==> config.mk <==
export PLATFORM = sky130hd
export DESIGN_NAME = seg_scan_ctrl_flat
export DESIGN_NICKNAME = d
export VERILOG_FILES = /design/src/rtl/seg_scan_pkg.sv /design/src/rtl/seg_scan_ctrl_if.sv /design/src/rtl/seg_hex_decode.sv /design/src/rtl/seg_scan_ctrl.sv /design/src/flat_wrapper.sv
export SDC_FILE = /design/constraint.sdc
export NUM_CORES = 1
export LEC_CHECK = 0
export CAP_MARGIN = 10
export CORE_ASPECT_RATIO = 0.9
export CORE_MARGIN = 1.5
export CORE_UTILIZATION = 51
export DETAILED_ROUTE_END_ITERATION = 16
export GPL_ROUTABILITY_DRIVEN = 0
export HOLD_SLACK_MARGIN = 0.08
export MAX_ROUTING_LAYER = met4
export PLACE_DENSITY = 0.77
export SYNTH_ARGS = -nofsm -noshare
export SYNTH_HDL_FRONTEND = slang
export SYNTH_SLANG_ARGS = --single-unit
==> constraint.sdc <==
create_clock -name clk -period 2.4 [get_ports clk]
set_input_delay 0.24 -clock clk [delete_from_list [all_inputs] [get_ports clk]]
set_output_delay 0.24 -clock clk [all_outputs]
set_load 0.005 [all_outputs]
==> src/rtl/seg_scan_pkg.sv <==
// rtl/seg_scan_pkg.sv - shared constants and helpers for the seven-segment scanner
package seg_scan_pkg;

   localparam logic [7:0] SEG_BLANK = 8'h00;

   // Segment order {a,b,c,d,e,f,g,dp}; entry n is the glyph for nibble n.
   localparam logic [15:0][7:0] HEX_SEG = {
      8'h8E, 8'h9E, 8'h7A, 8'h9C, 8'h3E, 8'hEE, 8'hF6, 8'hFE,
      8'hE0, 8'hBE, 8'hB6, 8'h66, 8'hF2, 8'hDA, 8'h60, 8'hFC
   };

   function automatic int unsigned cnt_width(input int unsigned range);
      return (range <= 1) ? 1 : $clog2(range);
   endfunction

endpackage

==> src/rtl/seg_scan_ctrl_if.sv <==
// rtl/seg_scan_ctrl_if.sv - display-update bus between the note/score logic and the scanner
interface seg_scan_ctrl_if #(
   parameter int NUM_DIGITS = 8
);
   logic                      load;
   logic [4*NUM_DIGITS-1:0]   digits_in;
   logic [NUM_DIGITS-1:0]     dp_in;
   logic [NUM_DIGITS-1:0]     blank_in;
   logic                      upd_pending;

   modport master (
      output load, digits_in, dp_in, blank_in,
      input  upd_pending
   );

   modport slave (
      input  load, digits_in, dp_in, blank_in,
      output upd_pending
   );
endinterface

==> src/rtl/seg_hex_decode.sv <==
// rtl/seg_hex_decode.sv - combinational hex nibble plus decimal point to segment pattern
module seg_hex_decode
   import seg_scan_pkg::*;
(
   input  logic [3:0] nibble_i,
   input  logic       dp_i,
   output logic [7:0] pattern_o
);

   assign pattern_o = HEX_SEG[nibble_i] | {7'b0, dp_i};

endmodule

==> src/rtl/seg_scan_ctrl.sv <==
// rtl/seg_scan_ctrl.sv - double-buffered multiplexed seven-segment scanner over two segment buses
// Optional duty-cycle dimming with `define SEG_SCAN_BRIGHTNESS_EN (adds the bright port).
module seg_scan_ctrl
   import seg_scan_pkg::*;
#(
   parameter int NUM_DIGITS = 8,
   parameter int GROUP_SIZE = 4,
   parameter int SCAN_DIV   = 100000
) (
   input  logic                  clk,
   input  logic                  rst_n,
   seg_scan_ctrl_if.slave        upd,
`ifdef SEG_SCAN_BRIGHTNESS_EN
   input  logic [3:0]            bright,
`endif
   output logic                  frame_done,
   output logic [NUM_DIGITS-1:0] seg_en,
   output logic [7:0]            seg_out0,
   output logic [7:0]            seg_out1
);

   localparam int unsigned DIV_W = cnt_width(SCAN_DIV);
   localparam int unsigned IDX_W = cnt_width(NUM_DIGITS);
   localparam logic [DIV_W-1:0] DIV_LAST = DIV_W'(SCAN_DIV - 1);
   localparam logic [IDX_W-1:0] IDX_LAST = IDX_W'(NUM_DIGITS - 1);
   localparam logic [31:0]      GROUP_U  = 32'(GROUP_SIZE);

   typedef logic [NUM_DIGITS-1:0][3:0] nib_t;
   typedef logic [NUM_DIGITS-1:0]      flag_t;

   logic [DIV_W-1:0] div_cnt_q, div_cnt_d;
   logic [IDX_W-1:0] idx_q, idx_d;
   nib_t             pend_dig_q, pend_dig_d, shd_dig_q, shd_dig_d;
   flag_t            pend_dp_q, pend_dp_d, shd_dp_q, shd_dp_d;
   flag_t            pend_blank_q, pend_blank_d, shd_blank_q, shd_blank_d;
   logic             upd_pending_q, upd_pending_d;
   flag_t            seg_en_q, seg_en_d;
   logic [7:0]       seg_out0_q, seg_out0_d, seg_out1_q, seg_out1_d;

   logic             tick, last_digit, boundary;
   logic             duty_ok, lit, owner_hi;
   logic [7:0]       dec_pat;

   assign tick       = (div_cnt_q == DIV_LAST);
   assign last_digit = (idx_q == IDX_LAST);
   assign boundary   = tick & last_digit;

   seg_hex_decode u_dec (
      .nibble_i  (shd_dig_q[idx_q]),
      .dp_i      (shd_dp_q[idx_q]),
      .pattern_o (dec_pat)
   );

`ifdef SEG_SCAN_BRIGHTNESS_EN
   logic [36:0] duty_lhs, duty_rhs;

   // bright is taken live so dimming responds within the current slot.
   always_comb begin
      duty_lhs = 37'(div_cnt_q) << 4;
      duty_rhs = (37'(bright) + 37'd1) * 37'(SCAN_DIV);
      duty_ok  = (duty_lhs < duty_rhs);
   end
`else
   assign duty_ok = 1'b1;
`endif

   always_comb begin
      div_cnt_d     = tick ? '0 : div_cnt_q + 1'b1;
      idx_d         = idx_q;
      pend_dig_d    = pend_dig_q;
      pend_dp_d     = pend_dp_q;
      pend_blank_d  = pend_blank_q;
      shd_dig_d     = shd_dig_q;
      shd_dp_d      = shd_dp_q;
      shd_blank_d   = shd_blank_q;
      upd_pending_d = upd_pending_q;

      if (tick) begin
         idx_d = last_digit ? '0 : idx_q + 1'b1;
      end

      // A load landing on the boundary bypasses pending so it shows this frame.
      if (boundary) begin
         if (upd.load) begin
            shd_dig_d   = upd.digits_in;
            shd_dp_d    = upd.dp_in;
            shd_blank_d = upd.blank_in;
         end else if (upd_pending_q) begin
            shd_dig_d   = pend_dig_q;
            shd_dp_d    = pend_dp_q;
            shd_blank_d = pend_blank_q;
         end
         upd_pending_d = 1'b0;
      end else if (upd.load) begin
         pend_dig_d    = upd.digits_in;
         pend_dp_d     = upd.dp_in;
         pend_blank_d  = upd.blank_in;
         upd_pending_d = 1'b1;
      end
   end

   always_comb begin
      lit        = ~shd_blank_q[idx_q] & duty_ok;
      owner_hi   = (32'(idx_q) >= GROUP_U);
      seg_en_d   = lit ? (NUM_DIGITS'(1) << idx_q) : '0;
      seg_out0_d = (lit && !owner_hi) ? dec_pat : SEG_BLANK;
      seg_out1_d = (lit &&  owner_hi) ? dec_pat : SEG_BLANK;
   end

   always_ff @(posedge clk or negedge rst_n) begin
      if (!rst_n) begin
         div_cnt_q     <= '0;
         idx_q         <= '0;
         pend_dig_q    <= '0;
         pend_dp_q     <= '0;
         pend_blank_q  <= '1;
         shd_dig_q     <= '0;
         shd_dp_q      <= '0;
         shd_blank_q   <= '1;
         upd_pending_q <= 1'b0;
         seg_en_q      <= '0;
         seg_out0_q    <= SEG_BLANK;
         seg_out1_q    <= SEG_BLANK;
      end else begin
         div_cnt_q     <= div_cnt_d;
         idx_q         <= idx_d;
         pend_dig_q    <= pend_dig_d;
         pend_dp_q     <= pend_dp_d;
         pend_blank_q  <= pend_blank_d;
         shd_dig_q     <= shd_dig_d;
         shd_dp_q      <= shd_dp_d;
         shd_blank_q   <= shd_blank_d;
         upd_pending_q <= upd_pending_d;
         seg_en_q      <= seg_en_d;
         seg_out0_q    <= seg_out0_d;
         seg_out1_q    <= seg_out1_d;
      end
   end

   assign upd.upd_pending = upd_pending_q;
   assign frame_done      = boundary;
   assign seg_en          = seg_en_q;
   assign seg_out0        = seg_out0_q;
   assign seg_out1        = seg_out1_q;

endmodule

==> src/flat_wrapper.sv <==
// flat-port wrapper written by rule: the top's interface ports become plain ports
module seg_scan_ctrl_flat import seg_scan_pkg::*;
#(
   parameter int NUM_DIGITS = 8,
   parameter int GROUP_SIZE = 4,
   parameter int SCAN_DIV   = 100000
)
  (clk, rst_n, frame_done, seg_en, seg_out0, seg_out1, upd_load, upd_digits_in, upd_dp_in, upd_blank_in, upd_upd_pending);
  seg_scan_ctrl_if #(.NUM_DIGITS(NUM_DIGITS)) upd_i ();
  input  logic clk;
  input  logic rst_n;
  output logic frame_done;
  output logic [NUM_DIGITS-1:0] seg_en;
  output logic [7:0] seg_out0;
  output logic [7:0] seg_out1;
  input wire logic [$bits(upd_i.load)-1:0] upd_load;
  input wire logic [$bits(upd_i.digits_in)-1:0] upd_digits_in;
  input wire logic [$bits(upd_i.dp_in)-1:0] upd_dp_in;
  input wire logic [$bits(upd_i.blank_in)-1:0] upd_blank_in;
  output wire logic [$bits(upd_i.upd_pending)-1:0] upd_upd_pending;
  assign upd_i.load = upd_load;
  assign upd_i.digits_in = upd_digits_in;
  assign upd_i.dp_in = upd_dp_in;
  assign upd_i.blank_in = upd_blank_in;
  assign upd_upd_pending = upd_i.upd_pending;
  seg_scan_ctrl #(.NUM_DIGITS(NUM_DIGITS), .GROUP_SIZE(GROUP_SIZE), .SCAN_DIV(SCAN_DIV)) u_core (.clk(clk), .rst_n(rst_n), .upd(upd_i), .frame_done(frame_done), .seg_en(seg_en), .seg_out0(seg_out0), .seg_out1(seg_out1));
endmodule
run_1/congestion.png
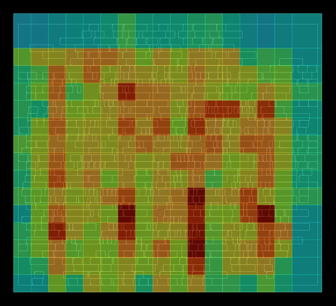
M3 GR Usage: 4.53%
Overall Global Routing Usage: 21.3%

run_1/layer_met4.png
Scale bar: 20 um. Supply wires on this layer in grey. Cells faint in the background.
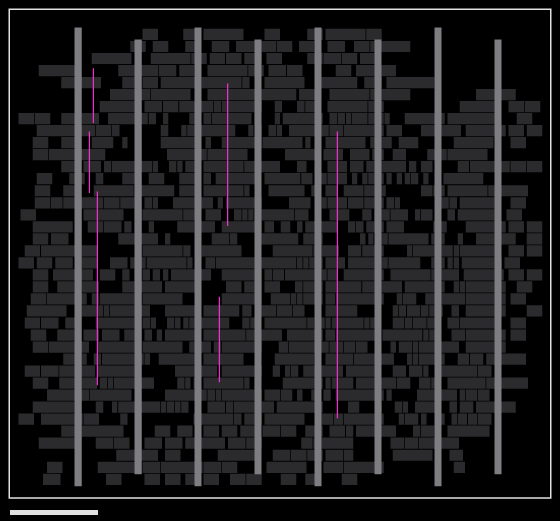
2 nets have wire on it. The wires run mostly vertical.
drt total wl: 12,500 um
vias: 4,222

==> out/summary.txt, run 1 <==
Crit. Startpoint -> u_core.idx_q[1]
Seq share, synth -> 54.4%
Delay-heaviest family, CP -> multiplexers
H-tree Lvls -> 4
Skew final -> 0.00799 ns
CTS clock-pin slew for the worst setup and hold paths -> 0.06 ns
Design Power -> 5930 uW
Clk buf depth -> 2
Leakage power -> 0.00367 uW
Fin Hold WS -> 0.212 ns
Worst Setup End Kind -> flop
Post-synth EDFFs -> 0
Mux frac, synth -> 20.9%
Top FF cell, synth -> dfrtp_1
Psw -> 1260 uW
Max-capacitance violation count -> 0
Via-to-Cell Ratio -> 5.33
Row cnt -> 38
Final min period -> 2.22 ns
Die footprint -> 13,500 um2
CTS tree -> yes
Inserted Clock Buffers -> 17
Power Density -> 719 nW/um2
Logic family by area -> multiplexers
Sw Share -> 21.2%
Max-slew violations -> 0
DRC errors left -> 0
Rel. slew slack -> 49.2%
Final setup violation count -> 0
1st-pass router iterations -> 5
Number of nets in the layout -> 685
Synth warnings -> 0
Sink Count -> 141
Initial Util -> 53.1%
Met2 WL post-DR -> 5880 um
First-pass GRT wire length -> 21,200 um
Stages on the worst setup path -> 8
Slew @ Worst Pin -> 0.762 ns
Post-DP HPWL -> 8530 um
Worst flop-to-flop path startpoint -> u_core.idx_q[1]
Number of global-route vias before repair -> 4,331
CP max stage cell -> mux4_2
Complex Gates by Area -> 6.53%
Crit path capture -> u_core.seg_out1[4]
Clk root buf -> clkbuf_16
Area Overhead vs Synth -> 26.5%
Antenna violations before repair -> 0
Slowest stage delay, CP -> 0.52 ns
Avg Cell Area, Syn -> 12.4 um2
Proportion of layout cells with a drive suffix above 1 -> 23.3%
Tool Warnings -> 37
IO Port Bufs -> 76
DP Worst Slack -> 0.0844 ns
Metal3 WL -> 522 um
Internal Power -> 4670 uW
Kind of critical path -> reg -> reg
# fillers -> 904
Ys flops -> 141
RSZ-0062 raised after global routing -> false
Post-synth ARST share -> 100%
Highest Clock Rate -> 451 MHz
Syn nets -> 593
Sequential Area -> 3550 um2
Startpoint Class -> flop
Hold WC Path Type -> in -> reg
Critical Path RT -> 2.76 ns
Final hold viol count -> 0
Bufs and invs on worst path -> 2
Top Layout Cells -> dfrtp_1, clkdlybuf4s50_1, nand2_1, mux2i_1
Routed wire per std cell -> 15.8 um
Wire length on met1 -> 5950 um
Synth Cell Area -> 6520 um2
Most frequent logic cell in the layout -> dfrtp_1
Post-DP Area -> 7460 um2
Status -> complete, no violations
Syn Inst Count -> 527
Yosys simple share -> 9.39%
Ys cells -> 527
Clock power share -> 48.5%
Largest net degree at the start of global routing -> 97
run_1/layer_met1.png
Supply wires on this layer in grey.
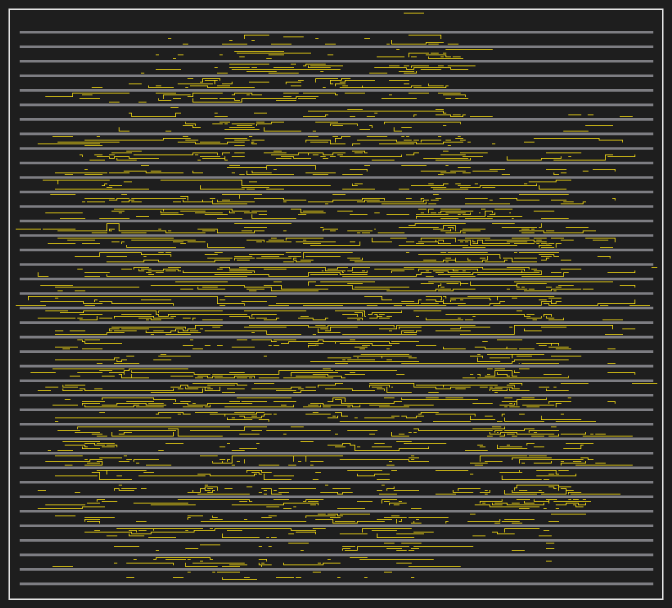
The layer holds 47% of the routed length. The longest straight run is 35.4 um. The wires run mostly horizontal. The layer carries 5,950 um of wire.
met1 Use GR: 28.3%

[run 1: power groups by stage]
| stage | registers, uW | clock network, uW | logic [uW] |
|---|---|---|---|
| 2_1_floorplan | 2600 | 0 | 254 |
| 3_3_place_gp | 2610 | 0 | 460 |
| 3_5_place_dp | 2620 | 0 | 474 |
| 4_1_cts | 2580 | 2910 | 479 |
| 5_1_grt | 2590 | 3030 | 520 |
| 6_report | 2580 | 2880 | 471 |
[run 1: cells by family (layout without fill, tap and decap cells)]
kind of cell / count (synthesis) / after routing
AND/OR/NAND/NOR: 125 / 125
buffers and inverters: 43 / 148
flip-flops: 141 / 141
XOR/XNOR: 15 / 15
multiplexers: 116 / 116
AND-OR/OR-AND: 72 / 72
adder cells (fa/ha/maj): 15 / 15
[run 1: Yosys cell counts, types with 2 or more instances]
master    number  area share [%]
o21ai_1       41             3.1
mux2_1         9             1.6
nand4b_1       3            0.40
buf_2          7            0.54
mux2i_1       55             8.4
xnor2_1       11             1.5
buf_4          2            0.23
and3_1         5            0.48
o21ai_0       11            0.84
nand3_2        2            0.31
a211oi_1       4            0.46
a21oi_1        3            0.23
nand2_1       60             3.5
dfstp_2       16             6.4
nor4b_2        2            0.46
mux2_2        41             7.1
clkbuf_1      11            0.63
ha_1          15             2.9
nand2b_1       3            0.29
and2_1         2            0.19
a221oi_1       2            0.27
nand3_1        8            0.61
xor2_1         4            0.54
or2_2          2            0.19
nor3b_1        2            0.23
inv_1         13            0.75
nor2_1        21             1.2
nor3_1         5            0.38
a2111o_1       2            0.35
mux4_2        10             3.5
dfrtp_1      125              48
buf_6         10             1.7
nor2b_1        5            0.48
[run 1: timing repair]
| action | 4_1_cts | 5_1_grt |
|---|---|---|
| hold buffers | 1 | 0 |
| setup endpoints to repair | 1 | 2 |
| pin swaps | 2 | 4 |
| setup buffers | 5 | 5 |
| hold endpoints to repair | 65 | 0 |
| gates resized | 7 | 5 |
[run 1: through the flow]
| stage | util, % | cells |
|---|---|---|
| floorplan | - | 527 |
| global placement | 60.9 | 749 |
| detailed placement | 60.9 | 749 |
| CTS | 66.7 | 787 |
| global route | 67.2 | 792 |
| finish | 67.2 | 792 |
[run 1: how the worst min path moves through the flow]
| stage | start | end | slack, ns | depth (start not counted) |
|---|---|---|---|---|
| after floorplan | rst_n | u_core.div_cnt_q[0] | -0.06 | 0 |
| after global placement | rst_n | u_core.pend_dig_q[7] | 0.34 | 1 |
| after detailed placement | rst_n | u_core.pend_dig_q[7] | 0.34 | 1 |
| after CTS | upd_load | u_core.shd_dig_q[23] | 0.20 | 3 |
| after global routing | upd_load | u_core.shd_dig_q[19] | 0.24 | 3 |
| final | upd_load | u_core.shd_dig_q[23] | 0.21 | 3 |
[run 1: layout make-up]
class | count | share of cell area, %
clock buffers | 20 | 5.54
well taps | 160 | 2.43
multi-input cells | 343 | 33.7
flip-flops and latches | 141 | 43.1
inverters | 13 | 0.592
repair buffers | 103 | 12.3
clock inverters | 12 | 2.34
[run 1: layer usage]
metal | global-route usage, % | up-vias
met1 | 28.3 | 2091
li1 | - | 2033
met3 | 4.53 | 15
met2 | 32.4 | 83
met5 | - | -
met4 | 8.39 | 0
run_1/cell_density.png
12 x 11 tiles, from white (low) to dark blue (high), 0 to 100% covered.
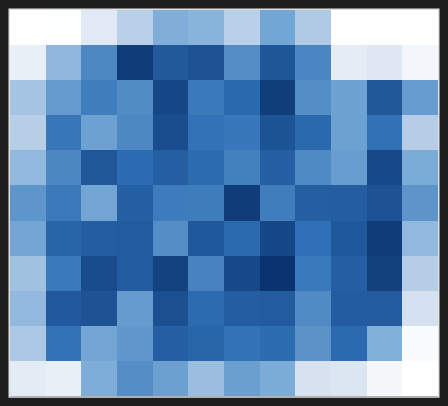

==> run 2, diff against run 1 <==
- CORE_ASPECT_RATIO: 0.9 -> 1.5
- CORE_UTILIZATION: 51 -> 56
- PLACE_DENSITY: 0.77 -> 0.8
- clock period: 2.4 -> 2.18 ns (I/O delays scaled with it)
run_2/cell_density.png
9 x 14 tiles, from white (low) to dark blue (high), 0 to 100% covered.
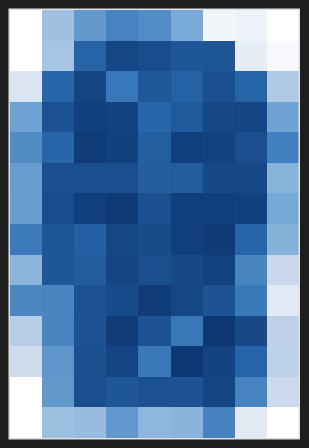
The densest ninth of the die: centre. 4.8% of the tiles are nearly empty. 57% of the tiles are over 75% full.

run_2/congestion.png
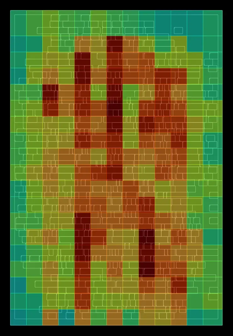
Overall Global Routing Usage: 23.5%
Routed wire per std cell: 18.8 um

==> out/summary.txt, run 2 <==
Final min period -> 2.25 ns
CTS tree -> yes
Sink Count -> 141
RSZ-0062 raised after global routing -> true
IO Port Bufs -> 76
Ys cells -> 527
Bufs and invs on worst path -> 2
Worst Setup End Kind -> flop
Fin Hold WS -> 0.192 ns
Inserted Clock Buffers -> 17
Slowest stage delay, CP -> 0.64 ns
CTS clock-pin slew for the worst setup and hold paths -> 0.06 ns
Synth warnings -> 0
Top Layout Cells -> dfrtp_1, clkdlybuf4s50_1, nand2_1, mux2i_1, o21ai_1
Skew final -> 0.00832 ns
Hold WC Path Type -> in -> reg
Proportion of layout cells with a drive suffix above 1 -> 27.9%
Synth Cell Area -> 6520 um2
Via-to-Cell Ratio -> 5.67
Die footprint -> 12,300 um2
Worst flop-to-flop path startpoint -> u_core.div_cnt_q[6]
Post-synth top cells -> dfrtp_1, nand2_1, mux2i_1
Antenna violations before repair -> 0
Post-DP HPWL -> 8570 um
Hold endpoint -> u_core.upd.upd_pending
Delay-heaviest family, CP -> simple AND/OR/NAND/NOR gates
Cell type with the largest total area after synthesis -> dfrtp_1
Cell with the most instances after synthesis -> dfrtp_1
Ys flops -> 141
Rel. slew slack -> 57.8%
Design Power -> 6360 uW
Largest net degree at the start of global routing -> 97
Synth top area cells -> dfrtp_1, mux2i_1, mux2_2
Clock latency on the worst-skew pair -> 0.43 ns
Final setup violation count -> 28
Seq share, synth -> 54.4%
Tool Warnings -> 40
Hold depth -> 3
Post-synth EDFFs -> 0
Slew @ Worst Pin -> 0.625 ns
Logic family by area -> multiplexers
Mux frac, synth -> 20.9%
CP max stage cell -> or4b_4
Yosys top cell area share -> 48.0%
Most frequent logic cell in the layout -> dfrtp_1
Post-DP Area -> 7510 um2
Worst path cell trace -> nor4b_2, nand4b_1, buf_4, or4b_4, clkbuf_16, nand2_1, o21ai_1
Setup ws final -> -0.0738 ns
Startpoint Class -> flop
Violated checks -> setup timing
Complex Gates by Area -> 6.53%
Syn Inst Count -> 527
Clk root buf -> clkbuf_16
Leakage power -> 0.00379 uW
Max-capacitance violation count -> 0
Highest Clock Rate -> 444 MHz
Final hold viol count -> 0
Number of global-route vias before repair -> 4,630
Die Ht -> 135 um
Area Overhead vs Synth -> 30.9%
Top FF cell, synth -> dfrtp_1
Power Density -> 746 nW/um2
DP Worst Slack -> -0.0239 ns
Crit path max fanout -> 12
Clk buf depth -> 2
1st-pass router iterations -> 5
Drt total wl -> 15,100 um
Kind of critical path -> reg -> reg
Number of nets in the layout -> 705
Post-synth ARST share -> 100%
Critical Path RT -> 2.47 ns
Vias -> 4,549
Initial Util -> 57.1%
Syn nets -> 593
Yosys simple share -> 9.39%
Status -> complete, but fails checks
Row cnt -> 48
DRC errors left -> 0
run_2/layer_met1.png
Supply wires on this layer in grey.
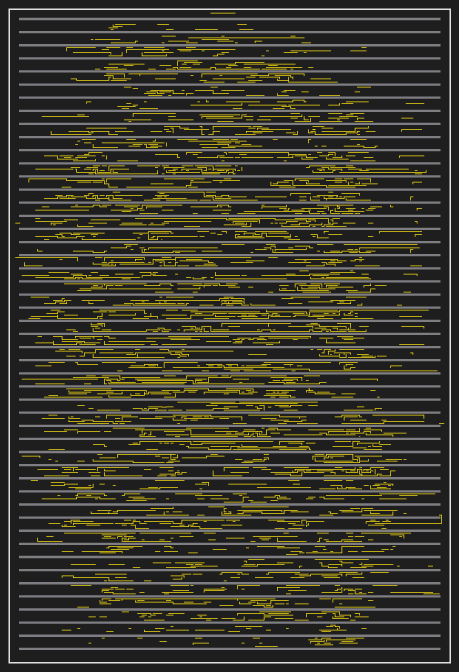
The wires run mostly horizontal. 628 nets have wire on it. The longest straight run is 33.1 um. The layer carries 5,830 um of wire.

## run 2: cell types whose count changed in the layout (fill, tap and decap cells not counted), moves of 5 or more
cell     previous run  this run
o21ai_0            11         3
buf_4              22        28
ha_1               14         9
buf_6               1        11
o21ai_1            41        48
## run 2: worst max-delay path by stage
stage	depth (start not counted)	to	slack [ns]	from
after floorplan	9	u_core.seg_out0[4]	-0.008	u_core.idx_q[1]
after global placement	7	u_core.seg_out1[7]	0.09	u_core.idx_q[0]
after detailed placement	7	u_core.pend_dig_q[14]	-0.02	u_core.div_cnt_q[0]
after CTS	8	u_core.seg_out1[7]	-0.004	u_core.idx_q[0]
after global routing	6	u_core.shd_dig_q[13]	-0.10	u_core.div_cnt_q[6]
final	7	u_core.shd_dig_q[13]	-0.07	u_core.div_cnt_q[6]
## run 2: final cells by class
cell class,instances,area [um2]
Fill cell,678,2880
Inverter,13,52.6
Multi-Input combinational cell,343,2860
Tap cell,150,188
Sequential cell,141,3550
Clock buffer,19,443
Clock inverter,13,164
Timing Repair Buffer,123,1270
## run 2: worst min-delay path: cells and delay by family
family        cells  cell delay [ns]
buf+inv           1             0.11
simple gates      2             0.24
## run 2: routing by layer
layer  vias up  global-route usage (%)  share of wire [%]
li1       2078                       -                  -
met1      2294                    25.7                 39
met2       144                    40.3                 55
met3        33                    5.33                4.3
met4         0                    11.6                2.3
met5         -                       -                  0
## run 2: power by group
group	internal [uW]	total, uW	switching [uW]
Combinational	305	563	258
Sequential	2770	2840	70.6
Clock	1830	2960	1130
## run 2: repair_timing
action	CTS	global route
endpoints found under the setup margin	47	53
hold endpoints to repair	44	0
resized	10	31
buffers inserted	10	9
hold buffers	1	0
gates cloned	0	7
pin swaps	5	7
## run 2: cell families (layout without fill, tap and decap cells)
kind of cell	after synthesis	after routing
simple gates	125	125
xor+xnor	15	15
compound gates	72	72
buf+inv	43	168
fa+ha+maj	15	15
flops	141	141
mux	116	116
## run 2: through the flow
| stage | util [%] | cells |
|---|---|---|
| floorplan | - | 527 |
| global placement | 65.8 | 743 |
| detailed placement | 65.8 | 743 |
| CTS | 72.1 | 786 |
| global route | 74.8 | 802 |
| finish | 74.8 | 802 |
run_2/placement_by_type.png
Scale bar: 20 um. Fill, decap, tap and diode cells in grey.
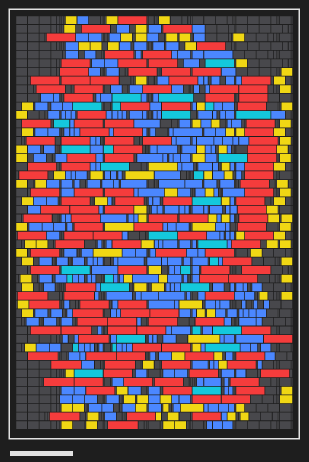

==> run 3, diff against run 2 <==
- CORE_ASPECT_RATIO: 1.5 -> unset
- CORE_MARGIN: 1.5 -> unset
run_3/placement_by_type.png
Scale bar: 20 um. Fill, decap, tap and diode cells in grey.
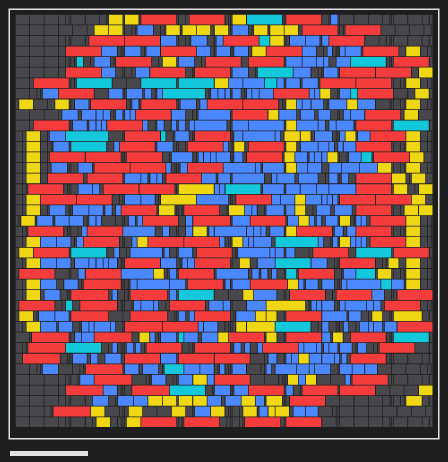
clock drivers and dummy loads: drawn in cyan, cells 32. remaining buffers and delay cells: drawn in yellow, cells 121. combinational and other logic: drawn in blue, cells 357. sequential cells: drawn in red, cells 141.

run_3/congestion.png
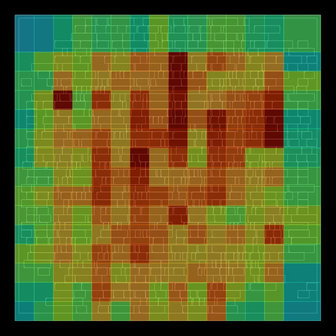
Most Used Layer, Global Route: met2
final core occ: 74.5%

==> out/summary.txt, run 3 <==
Antenna violations before repair -> 0
Final min period -> 2.16 ns
Area Overhead vs Synth -> 30.0%
Proportion of layout cells with a drive suffix above 1 -> 28.4%
Yosys cell types -> 48
Cell with the most instances after synthesis -> dfrtp_1
Clk root buf -> clkbuf_16
Final setup violation count -> 0
Final hold viol count -> 0
Startpoint Class -> flop
Power Density -> 750 nW/um2
Delay-heaviest family, CP -> multiplexers
Critical Path RT -> 2.47 ns
Most frequent logic cell in the layout -> dfrtp_1
Synth top area cells -> dfrtp_1, mux2i_1, mux2_2
Skew final -> 0.0103 ns
Sink Count -> 141
H-tree Lvls -> 4
Top Layout Cells -> dfrtp_1, clkdlybuf4s50_1, nand2_1, mux2i_1, o21ai_1
Bufs and invs on worst path -> 2
DRC errors left -> 0
# fillers -> 749
Syn nets -> 593
Syn Inst Count -> 527
Synth Cell Area -> 6520 um2
Number of global-route vias before repair -> 4,412
Top FF cell, synth -> dfrtp_1
CTS clock-pin slew for the worst setup and hold paths -> 0.06 ns
Highest Clock Rate -> 464 MHz
Yosys top cell area share -> 48.0%
Vias -> 4,567
Cell type with the largest total area after synthesis -> dfrtp_1
Max-slew violations -> 0
Ys flops -> 141
Yosys Chip Area -> 6520 um2
Worst path cell trace -> buf_6, mux4_2, mux2i_4, buf_4, ha_1, mux2i_1, nor2_1, a211oi_2
Slew @ Worst Pin -> 0.612 ns
Clock latency on the worst-skew pair -> 0.43 ns
Row cnt -> 39
Post-synth EDFFs -> 0
Detail Route Antenna Nets -> 0
Leakage power -> 0.00378 uW
Stages on the worst setup path -> 8
Starting DRT DRC Count -> 319
Kind of critical path -> reg -> reg
Tool Warnings -> 39
Via-to-Cell Ratio -> 5.75
Hold WC Path Type -> in -> async
First-pass GRT wire length -> 21,800 um
RSZ-0062 raised after global routing -> true
Status -> complete, no violations
Number of nets in the layout -> 704
Worst path arrival time -> 2.45 ns
Slowest stage delay, CP -> 0.54 ns
IO Port Bufs -> 76
Clk buf depth -> 2
Die Ht -> 110 um
Seq share, synth -> 54.4%
Drt total wl -> 14,700 um
Worst Setup End Kind -> flop
Max-capacitance violation count -> 0
Overall Global Routing Usage -> 25.1%
1st-pass router iterations -> 6
Avg Cell Area, Syn -> 12.4 um2
DP Cell Count -> 737
Largest registers -> u_core.pend_dig_q x32, u_core.shd_dig_q x32, u_core.div_cnt_q x17
CP max stage cell -> mux4_2
Routed wire per std cell -> 18.6 um
Design Power -> 6350 uW
Synth warnings -> 0
Ys cells -> 527
Post-synth top cells -> dfrtp_1, nand2_1, mux2i_1
Die footprint -> 12,100 um2
CTS tree -> yes
Largest net degree at the start of global routing -> 97
Rel. slew slack -> 58.6%
Post-DP HPWL -> 8590 um
Non-Filler Instances -> 794
Crit path max fanout -> 6
Inserted Clock Buffers -> 17
Post-synth ARST share -> 100%
run_3/cell_density.png
11 x 11 tiles, from white (low) to dark blue (high), 0 to 100% covered.
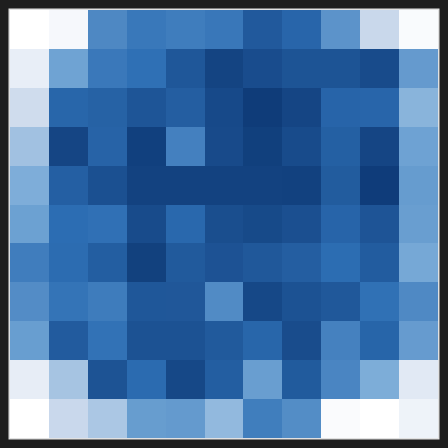
The mean over all tiles is 69%. 56% of the tiles are over 75% full. 2.5% of the tiles are nearly empty.
core area: 11,400 um2
Initial Util: 57.3%

-- run 3: cell counts after synthesis --
No cell type changed its count.
-- run 3: area by class of cell --
cell class | instances | area, um2 | area share (%)
Inverter | 13 | 52.6 | 0.620
Multi-Input combinational cell | 344 | 2900 | 34.2
Timing Repair Buffer | 121 | 1190 | 14.0
Tap cell | 143 | 179 | 2.11
Sequential cell | 141 | 3550 | 41.9
Clock buffer | 21 | 460 | 5.43
Clock inverter | 11 | 144 | 1.70
-- run 3: final timing paths --
kind,endpoint,slack [ns],start
worst max-delay path,u_core.seg_out1[1],0.02,u_core.idx_q[1]
worst min-delay path,u_core.div_cnt_q[5],0.22,rst_n
worst max register to register,u_core.seg_out1[1],0.02,u_core.idx_q[1]
worst min register to register,u_core.shd_blank_q[4],0.47,u_core.shd_blank_q[4]
max in group asynchronous,u_core.idx_q[1],1.23,rst_n
min in group clk,u_core.shd_dig_q[19],0.24,upd_load
-- run 3: power breakdown --
part | internal, uW | leakage [uW] | total [uW] | switching, uW
logic | 304 | 0.00174 | 563 | 259
clock network | 1850 | 0.000285 | 2940 | 1090
registers | 2770 | 0.00175 | 2850 | 74.6
-- run 3: cells by family after synthesis --
logic type / count (synthesis) / synth area share (%)
flip-flops: 141 / 54.4
AND/OR/NAND/NOR: 125 / 9.39
multiplexers: 116 / 20.9
AND-OR/OR-AND: 72 / 6.53
buffers and inverters: 43 / 3.88
XOR/XNOR: 15 / 2.02
adder cells (fa/ha/maj): 15 / 2.88
-- run 3: per-layer routing --
metal	global-route usage [%]	routed length, um	vias up
li1	-	-	2081
met1	30.7	6110	2313
met2	40.1	7600	142
met3	6.40	746	31
met4	9.33	286	0
met5	-	0	-
-- run 3: repair_timing --
action | in CTS | in global routing
hold buffers | 1 | 0
resized | 11 | 30
buffers inserted | 8 | 12
cloned | 0 | 4
pin swaps | 5 | 6
hold endpoints to repair | 126 | 0
setup endpoints to repair | 24 | 61
-- run 3: per-stage QoR --
stage | area [um2] | hold WS (ns) | utilization [%] | worst slack [ns] | setup TNS, ns
4_1_cts | 8210 | 0.216 | 72.2 | 0.00378 | 0
5_1_grt | 8470 | 0.241 | 74.5 | -0.0762 | -2.60
6_report | 8470 | 0.219 | 74.5 | 0.0228 | 0
3_3_place_gp | 7500 | 0.0978 | 66.0 | 0.00751 | 0
2_1_floorplan | 6580 | -0.0776 | - | -0.00848 | -0.0170
3_5_place_dp | 7500 | 0.105 | 66.0 | -0.0887 | -0.283
Power figures rest on the tool's default switching activity, not on a simulated workload.
